**config.mk**
```make
export PLATFORM = sky130hd
export DESIGN_NAME = cipher_stream
export DESIGN_NICKNAME = d
export VERILOG_FILES = /design/src/rtl/cipher_stream.sv
export SDC_FILE = /design/constraint.sdc
export NUM_CORES = 1
export LEC_CHECK = 0
export CAP_MARGIN = 30
export CORE_MARGIN = 2
export CORE_UTILIZATION = 51
export CTS_CLUSTER_DIAMETER = 50
export DETAILED_ROUTE_END_ITERATION = 16
export PLACE_DENSITY = 0.86
export REMOVE_ABC_BUFFERS = 1
export SLEW_MARGIN = 5
export SYNTH_ARGS = -nofsm -noshare
export SYNTH_HDL_FRONTEND = slang
export SYNTH_SLANG_ARGS = --single-unit
export TNS_END_PERCENT = 10
```
**constraint.sdc**
```tcl
create_clock -name clk -period 3.3 [get_ports clk]
set_clock_uncertainty 0.1 [all_clocks]
set_input_delay 0.825 -clock clk [delete_from_list [all_inputs] [get_ports clk]]
set_output_delay 0.825 -clock clk [all_outputs]
set_load 0.02 [all_outputs]
```
**src/rtl/cipher_stream.sv**
```systemverilog
// Iterative keyed stream cipher: one word per transaction, one add/xor/rotate round per clock.
// Decrypt walks the same round keys in reverse and undoes each round exactly.
module cipher_stream #(
    parameter int DATA_W = 8,
    parameter int ROUNDS = 4
) (
    input  logic              clk,
    input  logic              rst_n,
    input  logic [DATA_W-1:0] key_in,
    input  logic              key_load,
    input  logic [DATA_W-1:0] in_data,
    input  logic              in_mode,
    input  logic              in_valid,
    output logic              in_ready,
    output logic [DATA_W-1:0] out_data,
    output logic              out_valid,
    input  logic              out_ready,
    output logic              busy
);
    localparam int CNT_W = (ROUNDS > 1) ? $clog2(ROUNDS) : 1;

    typedef enum logic [1:0] {IDLE, RUN, DONE} state_e;

    state_e            state_q;
    logic [DATA_W-1:0] key_q;
    logic [DATA_W-1:0] data_q;
    logic [DATA_W-1:0] data_d;
    logic [DATA_W-1:0] rkey;
    logic [DATA_W-1:0] enc_sum;
    logic [CNT_W-1:0]  cnt_q;
    logic              mode_q;
    logic              last_round;

    function automatic logic [DATA_W-1:0] rotl(input logic [DATA_W-1:0] v, input int unsigned s);
        logic [2*DATA_W-1:0] t;
        t = {v, v} << s;
        return t[2*DATA_W-1:DATA_W];
    endfunction

    always_comb begin
        rkey    = rotl(key_q, 32'(cnt_q) % DATA_W) ^ DATA_W'(cnt_q);
        enc_sum = (data_q ^ rkey) + rkey;
        if (mode_q)
            data_d = ({data_q[0], data_q[DATA_W-1:1]} - rkey) ^ rkey;
        else
            data_d = {enc_sum[DATA_W-2:0], enc_sum[DATA_W-1]};
        last_round = mode_q ? (cnt_q == '0) : (cnt_q == CNT_W'(ROUNDS - 1));
    end

    // Key loading takes priority over accepting a word, so in_ready never depends on in_valid.
    assign in_ready  = (state_q == IDLE) && !key_load;
    assign out_valid = (state_q == DONE);
    assign busy      = (state_q != IDLE);
    assign out_data  = data_q;

    always_ff @(posedge clk or negedge rst_n) begin
        if (!rst_n) begin
            state_q <= IDLE;
            key_q   <= '0;
            data_q  <= '0;
            cnt_q   <= '0;
            mode_q  <= 1'b0;
        end else begin
            case (state_q)
                IDLE: begin
                    if (key_load) begin
                        key_q <= key_in;
                    end else if (in_valid) begin
                        data_q  <= in_data;
                        mode_q  <= in_mode;
                        cnt_q   <= in_mode ? CNT_W'(ROUNDS - 1) : '0;
                        state_q <= RUN;
                    end
                end
                RUN: begin
                    data_q <= data_d;
                    if (last_round)
                        state_q <= DONE;
                    else
                        cnt_q <= mode_q ? cnt_q - CNT_W'(1) : cnt_q + CNT_W'(1);
                end
                DONE: begin
                    if (out_ready)
                        state_q <= IDLE;
                end
                default: state_q <= IDLE;
            endcase
        end
    end
endmodule
```
==> impl_metrics.tcl, run 1 <==
# collected from the flow reports
set metrics [dict create \
    outcome "finished clean" \
    fin_cells 301 \
    critical_path.endpoint "out_data[6]" \
    synth_chip_area_um2 2010 \
    clk_sink_count 21 \
    floorplan.core_area_um2 3720 \
    globalRouteOverflowTotal 0 \
    worst-path-buf-inv 1 \
    clock_tree.root_cell "sky130_fd_sc_hd__clkbuf_8" \
    top_layer_used "met4" \
    rsz0062_at_grt "no" \
    clock_tree.buffer_depth 2 \
    synth.most_common_cell "sky130_fd_sc_hd__nor2_1" \
    worstPathRequired_ns 3.35 \
    share_of_cells_above_drive_strength_1_pct 13.8 \
    tritoncts_clock_tree "built" \
    timing.final.ws_setup_ns 0.264 \
    hold_end "key_q[2]" \
    timing.critical_path.depth 10 \
    rr_startpoint "cnt_q[0]" \
    antenna_found_initial 0 \
    insertion_delay_ns 0.26 \
    rr_endpoint "out_data[6]" \
    rrSetupSlack_ns 0.26 \
    worst_hold_path_type "reg2reg" \
    yosys_warnings 0 \
    yosysCellCount 220 \
    post_drt_via_cell_ratio 5.86 \
    timing.final.setup_violations 0 \
    final-seq-area_um2 526 \
    clkSlewWorstSetupHoldPaths_ns 0.08 \
    max_cap_viol_count 0 \
    standard_cell_area_after_detailed_placement_um2 2380 \
    num-nets-final 288 \
    inverters 16 \
    max_slew.worst_pin.slew_ns 0.601 \
    cp-end-kind "flip-flop" \
]
[run 1: flip-flops by register name, indices dropped and copies added (netlist names)]
name and cells:
cnt_q 2, key_q 8, mode_q 1, out_data 8, state_q 2
[run 1: cells in the final DEF (no fill, tap or decap), types with 4 or more instances in the layout]
master,Yosys,final
sky130_fd_sc_hd__ha_1,11,11
sky130_fd_sc_hd__nand2_1,10,10
sky130_fd_sc_hd__xor2_1,7,7
sky130_fd_sc_hd__xnor2_1,15,15
sky130_fd_sc_hd__a22oi_1,4,4
sky130_fd_sc_hd__inv_1,15,15
sky130_fd_sc_hd__clkdlybuf4s50_1,0,32
sky130_fd_sc_hd__mux2i_1,7,7
sky130_fd_sc_hd__buf_4,2,4
sky130_fd_sc_hd__dfrtp_1,21,21
sky130_fd_sc_hd__mux2_2,13,13
sky130_fd_sc_hd__nor2_1,25,25
sky130_fd_sc_hd__nor2b_1,5,5
sky130_fd_sc_hd__o21ai_0,11,11
sky130_fd_sc_hd__a21oi_1,11,11
[run 1: kinds of logic (layout without fill, tap and decap cells)]
logic type / Yosys count / after routing / synth area share, %
buffers and inverters: 23 / 56 / 5.04
AND/OR/NAND/NOR: 60 / 60 / 14.7
XOR/XNOR: 22 / 22 / 9.59
multiplexers: 26 / 26 / 17.1
flip-flops: 21 / 21 / 26.2
adder cells (fa/ha/maj): 12 / 12 / 7.85
AND-OR/OR-AND: 56 / 56 / 19.6
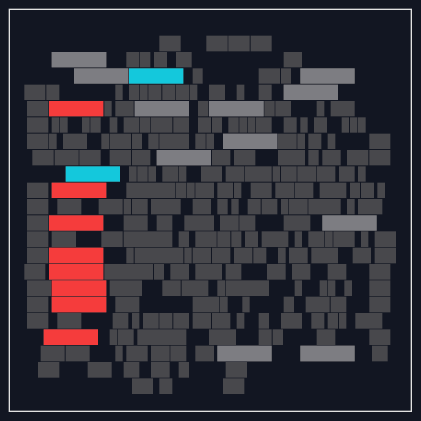
*Register map, names as in the netlist, run 1*
(6 px per um)
color	netlist name	sequential cells
cyan	cnt_q	2
red	key_q	8
not colored	11

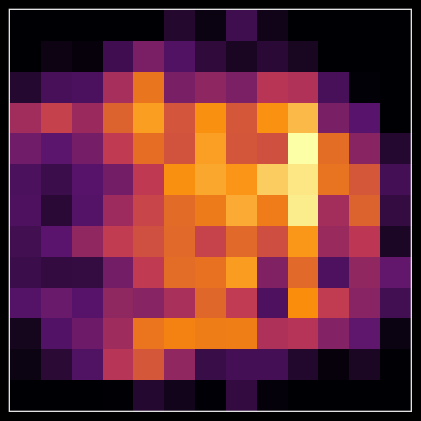
*Wire density map, run 1*
(6 px per um) The die is cut into 13 by 13 equal tiles; black is low, pale yellow is high, scaled to the fullest tile. Values are wire area over tile area, all layers added.
tiles over half the peak	31%
fullest tile	0.52
nearly empty tiles	17%
mean over tiles	0.18
densest ninth of the die	center
Routed WL: 4.95 mm
global router's overall resource usage: 24.8%

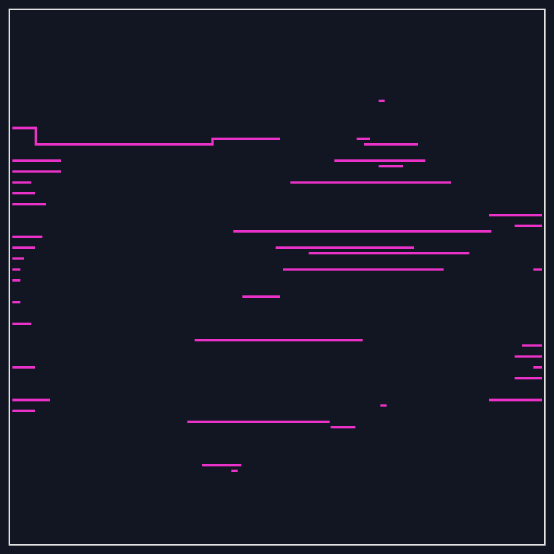
*Signal wires on met3, run 1*
(8 px per um)
longest straight run	32.0 um
nets with wire on the layer	37
share of all routed wire	5.7%
global routing usage on met3: 2.70%
total via count after detailed routing: 1764

### Sizing map, run 1

(8 px per um)
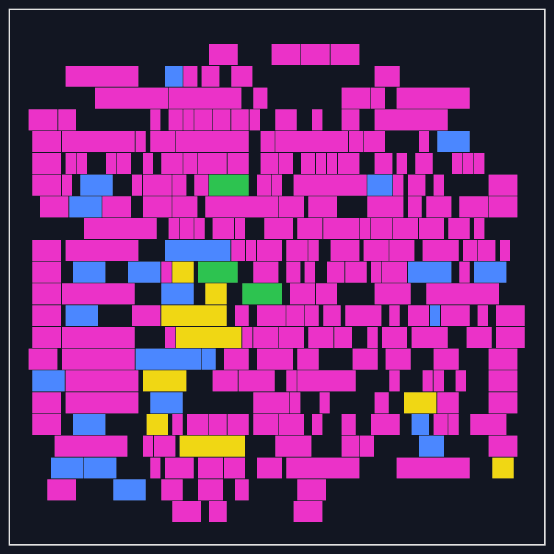

--- run 2 (diff from run 1) ---
CELL_PAD_IN_SITES_DETAIL_PLACEMENT = 0   (was default)
CELL_PAD_IN_SITES_GLOBAL_PLACEMENT = 1   (was default)
CORE_UTILIZATION = 41   (was 51)
PLACE_DENSITY = 0.9   (was 0.86)
SLEW_MARGIN = default   (was 5)
TNS_END_PERCENT = default   (was 10)
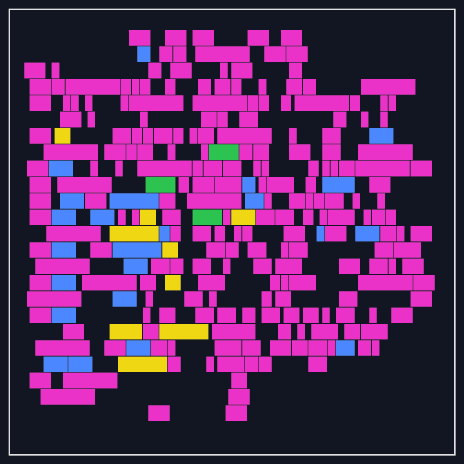
*Sizing map, run 2*
(6 px per um)
color	size	cells	most used
green	x6 and larger	3	clkbuf_8
blue	x2	23	mux2_2
yellow	x3 and x4	9	buf_4
magenta	x1 and smaller	218	clkdlybuf4s50_1

==> impl_metrics.tcl, run 2 <==
# collected from the flow reports
set metrics [dict create \
    share_of_cells_above_drive_strength_1_pct 13.8 \
    post_drt_via_cell_ratio 5.39 \
    yosys_warnings 0 \
    worst_setup_path_startpoint "cnt_q[0]" \
    chip_area_um2 5480 \
    post_cts_resized 0 \
    layout_top_cell_excl_fill_tap "sky130_fd_sc_hd__clkdlybuf4s50_1" \
    clkSlewWorstSetupHoldPaths_ns 0.09 \
    number_of_design_rule_violations_left_by_the_first_detailed_router_iteration 91 \
    tritoncts_clock_tree "built" \
    clock_tree.buffer_depth 2 \
    standard_cell_area_after_detailed_placement_um2 2400 \
    outcome "finished clean" \
    max_cap_viol_count 0 \
    floorplan.core_area_um2 4720 \
    clock_tree.root_cell "sky130_fd_sc_hd__clkbuf_8" \
    grt_use_total_pct 18.8 \
    routed-via-count 1726 \
    worst_hold_path_type "reg2reg" \
    finalSetupTns_ns 0 \
    yosysCellCount 220 \
    num-nets-final 288 \
    post_route_cell_area_um2 2450 \
    clk_sink_count 21 \
    insertion_delay_ns 0.27 \
    synth.most_common_cell "sky130_fd_sc_hd__nor2_1" \
    worstPathRequired_ns 3.33 \
    final_layout_top_logic_cells "sky130_fd_sc_hd__clkdlybuf4s50_1 (32), sky130_fd_sc_hd__nor2_1 (25), sky130_fd_sc_hd__dfrtp_1 (21)" \
    max_slew.worst_pin.slew_ns 0.579 \
    rrSetupSlack_ns 0.29 \
    synth_chip_area_um2 2010 \
    rr_startpoint "cnt_q[0]" \
    timing.final.setup_violations 0 \
    globalRouteOverflowTotal 0 \
    rsz0062_at_grt "no" \
    postCtsSetupRepairBufs 0 \
    antenna_found_initial 0 \
    worst-path-buf-inv 2 \
]
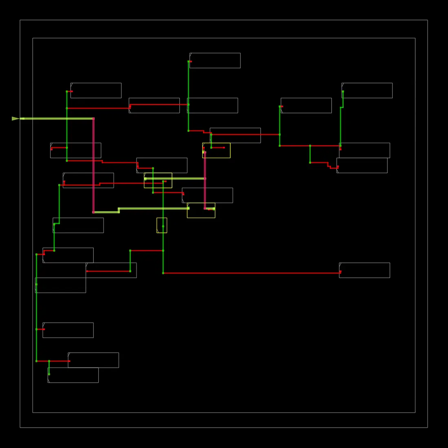
*Clock nets, run 2*
number of buffers created by CTS: 3
layout sequential cell count: 21

[run 2: cells by family after synthesis]
group	count (synthesis)	synth area share (%)
simple gates	60	14.7
compound gates	56	19.6
mux	26	17.1
buf+inv	23	5.04
xor+xnor	22	9.59
flops	21	26.2
fa+ha+maj	12	7.85
[run 2: final cells by class]
| class | count | area [um2] | area share, % |
|---|---|---|---|
| clock inverter | 1 | 5.00 | 0.204 |
| multi-input combinational | 176 | 1380 | 56.5 |
| clock buffer | 3 | 41.3 | 1.69 |
| tap | 67 | 83.8 | 3.42 |
| inverter | 16 | 60.1 | 2.45 |
| timing repair buffer | 36 | 350 | 14.3 |
| sequential | 21 | 526 | 21.5 |
[run 2: metrics by stage]
step                std cells  util [%]
floorplan                 213         -
global placement          316      50.9
detailed placement        316      50.9
CTS                       320      51.8
global route              320      51.8
finish                    320      51.8
[run 2: final timing paths]
path	cells past startpoint	end
setup reg to reg	11	out_data[7]
max in group asynchronous	2	out_data[6]
hold / removal	1	key_q[5]
setup / recovery	11	out_data[7]
hold reg to reg	1	key_q[5]
min in group asynchronous	2	key_q[5]
[run 2: metal layers]
metal / GRT usage [%] / vias up / wire, um
met5: 0 / - / 0
li1: - / 863 / -
met4: 4.24 / 0 / 53
met2: 31.5 / 41 / 2320
met3: 2.85 / 7 / 185
met1: 25.8 / 815 / 2120
--- run 3 (diff from run 2) ---
ABC_AREA = 0   (was default)
HOLD_SLACK_MARGIN = 0.06   (was default)
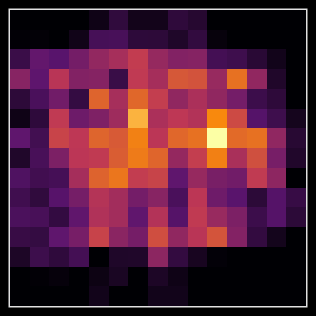
*Wire density map, run 3*
(4 px per um) The die is cut into 15 by 15 equal tiles; black is low, pale yellow is high, scaled to the fullest tile. Values are wire area over tile area, all layers added.
mean over tiles	0.13
tiles over half the peak	17%
densest ninth of the die	center
Routed WL: 4.68 mm
total via count after detailed routing: 1726
global router's overall resource usage: 18.8%
routed length per placed instance: 14.6 um

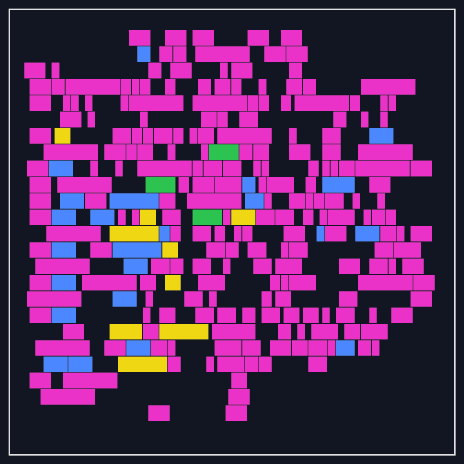
*Sizing map, run 3*
(6 px per um)
color	size	cells	most used
blue	x2	23	mux2_2
magenta	x1 and smaller	218	clkdlybuf4s50_1
yellow	x3 and x4	9	buf_4
green	x6 and larger	3	clkbuf_8

==> impl_metrics.tcl, run 3 <==
# collected from the flow reports
set metrics [dict create \
    cp-end-kind "flip-flop" \
    globalRouteOverflowTotal 0 \
    met1_usage_pct 25.8 \
    netlist_instances 220 \
    grt_start_max_net_pins 22 \
    worst_path_max_delay_cell "sky130_fd_sc_hd__dfrtp_1" \
    antenna_cells 0 \
    timing.critical_path.from_type "flip-flop" \
    post_drt_via_cell_ratio 5.39 \
    worst_hold_slack_ns 0.478 \
    finalSetupTns_ns 0 \
    post_route_cell_area_um2 2450 \
    critPathKind "reg2reg" \
    floorplan.core_area_um2 4720 \
    global_route.usage.met2_pct 31.5 \
    number_of_design_rule_violations_left_by_the_first_detailed_router_iteration 91 \
    grt_pass1_vias 1635 \
    fin_util_pct 51.8 \
    final_layout_top_logic_cells "sky130_fd_sc_hd__clkdlybuf4s50_1 (32), sky130_fd_sc_hd__nor2_1 (25), sky130_fd_sc_hd__dfrtp_1 (21)" \
    synth-xor-area-share_pct 9.59 \
    clkSlewWorstSetupHoldPaths_ns 0.09 \
    insertion_delay_ns 0.27 \
    fin_cells 320 \
    clock_tree.root_cell "sky130_fd_sc_hd__clkbuf_8" \
    clock_tree.buffer_depth 2 \
    fa_ha_area_share_pct 7.85 \
    synth-async-reset-ratio_pct 100 \
    ys_top_logic_family "AND-OR/OR-AND gates" \
    postCtsSetupRepairBufs 0 \
    num-nets-final 288 \
    layout_top_cell_excl_fill_tap "sky130_fd_sc_hd__clkdlybuf4s50_1" \
    worst-path-buf-inv 2 \
    drv_slew 0 \
    chip_area_um2 5480 \
    cts_inserted_buffers 3 \
    max_cap_viol_count 0 \
    synth.cell_area_um2 2010 \
    antenna_found_initial 0 \
    clk_sink_count 21 \
    worstPathRequired_ns 3.33 \
    worst_path_fanout_max 10 \
    fp_util_pct 42.5 \
    remaining_routing_drc_violations 0 \
    share_of_cells_above_drive_strength_1_pct 13.8 \
    tritoncts_clock_tree "built" \
    timing.final.ws_setup_ns 0.288 \
    worst_hold_path_type "reg2reg" \
    yosys_warnings 0 \
    dp.final_hpwl_mm 3.78 \
    cell_count_after_placement 316 \
    synth_chip_area_um2 2010 \
    post_cts_resized 0 \
    outcome "finished clean" \
    rsz0062_at_grt "no" \
    gr-usage-met3_pct 2.85 \
    fraction_of_synthesized_area_in_multiplexers_pct 17.1 \
    busiest_layer "met2" \
    yosysCellCount 220 \
    synth.most_common_cell "sky130_fd_sc_hd__nor2_1" \
    dieWidth_um 74.0 \
    ys.flops 21 \
    timing.final.setup_violations 0 \
    yosys.area_share.simple_pct 14.7 \
    max_slew.worst_pin.slew_ns 0.579 \
    standard_cell_area_after_detailed_placement_um2 2400 \
    post_synthesis_compound_gate_area_fraction_pct 19.6 \
    netlist.top_cell.by_area "sky130_fd_sc_hd__dfrtp_1" \
]
## run 3: cell type report
type	instances	area, um2
sequential	21	526
tap	67	83.8
fill	459	2270
inverter	16	60.1
clock inverter	1	5.00
multi-input combinational	176	1380
timing repair buffer	36	350
clock buffer	3	41.3
## run 3: layer usage
| layer | part of all wire [%] | up-vias |
|---|---|---|
| met4 | 1.1 | 0 |
| met1 | 45 | 815 |
| met5 | 0 | - |
| met2 | 50 | 41 |
| li1 | - | 863 |
| met3 | 4.0 | 7 |
## run 3: cells by family after synthesis
logic type / Yosys count
AND-OR/OR-AND: 56
XOR/XNOR: 22
flip-flops: 21
buffers and inverters: 23
adder cells (fa/ha/maj): 12
AND/OR/NAND/NOR: 60
multiplexers: 26
## run 3: path summary, 6_finish.rpt
path	startpoint	endpoint	slack [ns]	cells past startpoint
min reg2reg	key_q[5]	key_q[5]	0.48	1
min in group asynchronous	rst_n	key_q[5]	0.79	2
max in group asynchronous	rst_n	out_data[6]	2.08	2
max reg2reg	cnt_q[0]	out_data[7]	0.29	11
max	cnt_q[0]	out_data[7]	0.29	11
min	key_q[5]	key_q[5]	0.48	1
## run 3: worst register-to-register path, stage by stage, from the launching register on
cell,delay [ns]
sky130_fd_sc_hd__dfrtp_1,0.48
sky130_fd_sc_hd__buf_4,0.20
sky130_fd_sc_hd__buf_4,0.17
sky130_fd_sc_hd__mux2i_1,0.12
sky130_fd_sc_hd__mux2_2,0.35
sky130_fd_sc_hd__ha_1,0.37
sky130_fd_sc_hd__and3_1,0.19
sky130_fd_sc_hd__and3_1,0.16
sky130_fd_sc_hd__nand4_1,0.14
sky130_fd_sc_hd__a31o_2,0.27
sky130_fd_sc_hd__a21boi_0,0.25
sky130_fd_sc_hd__a211oi_1,0.08
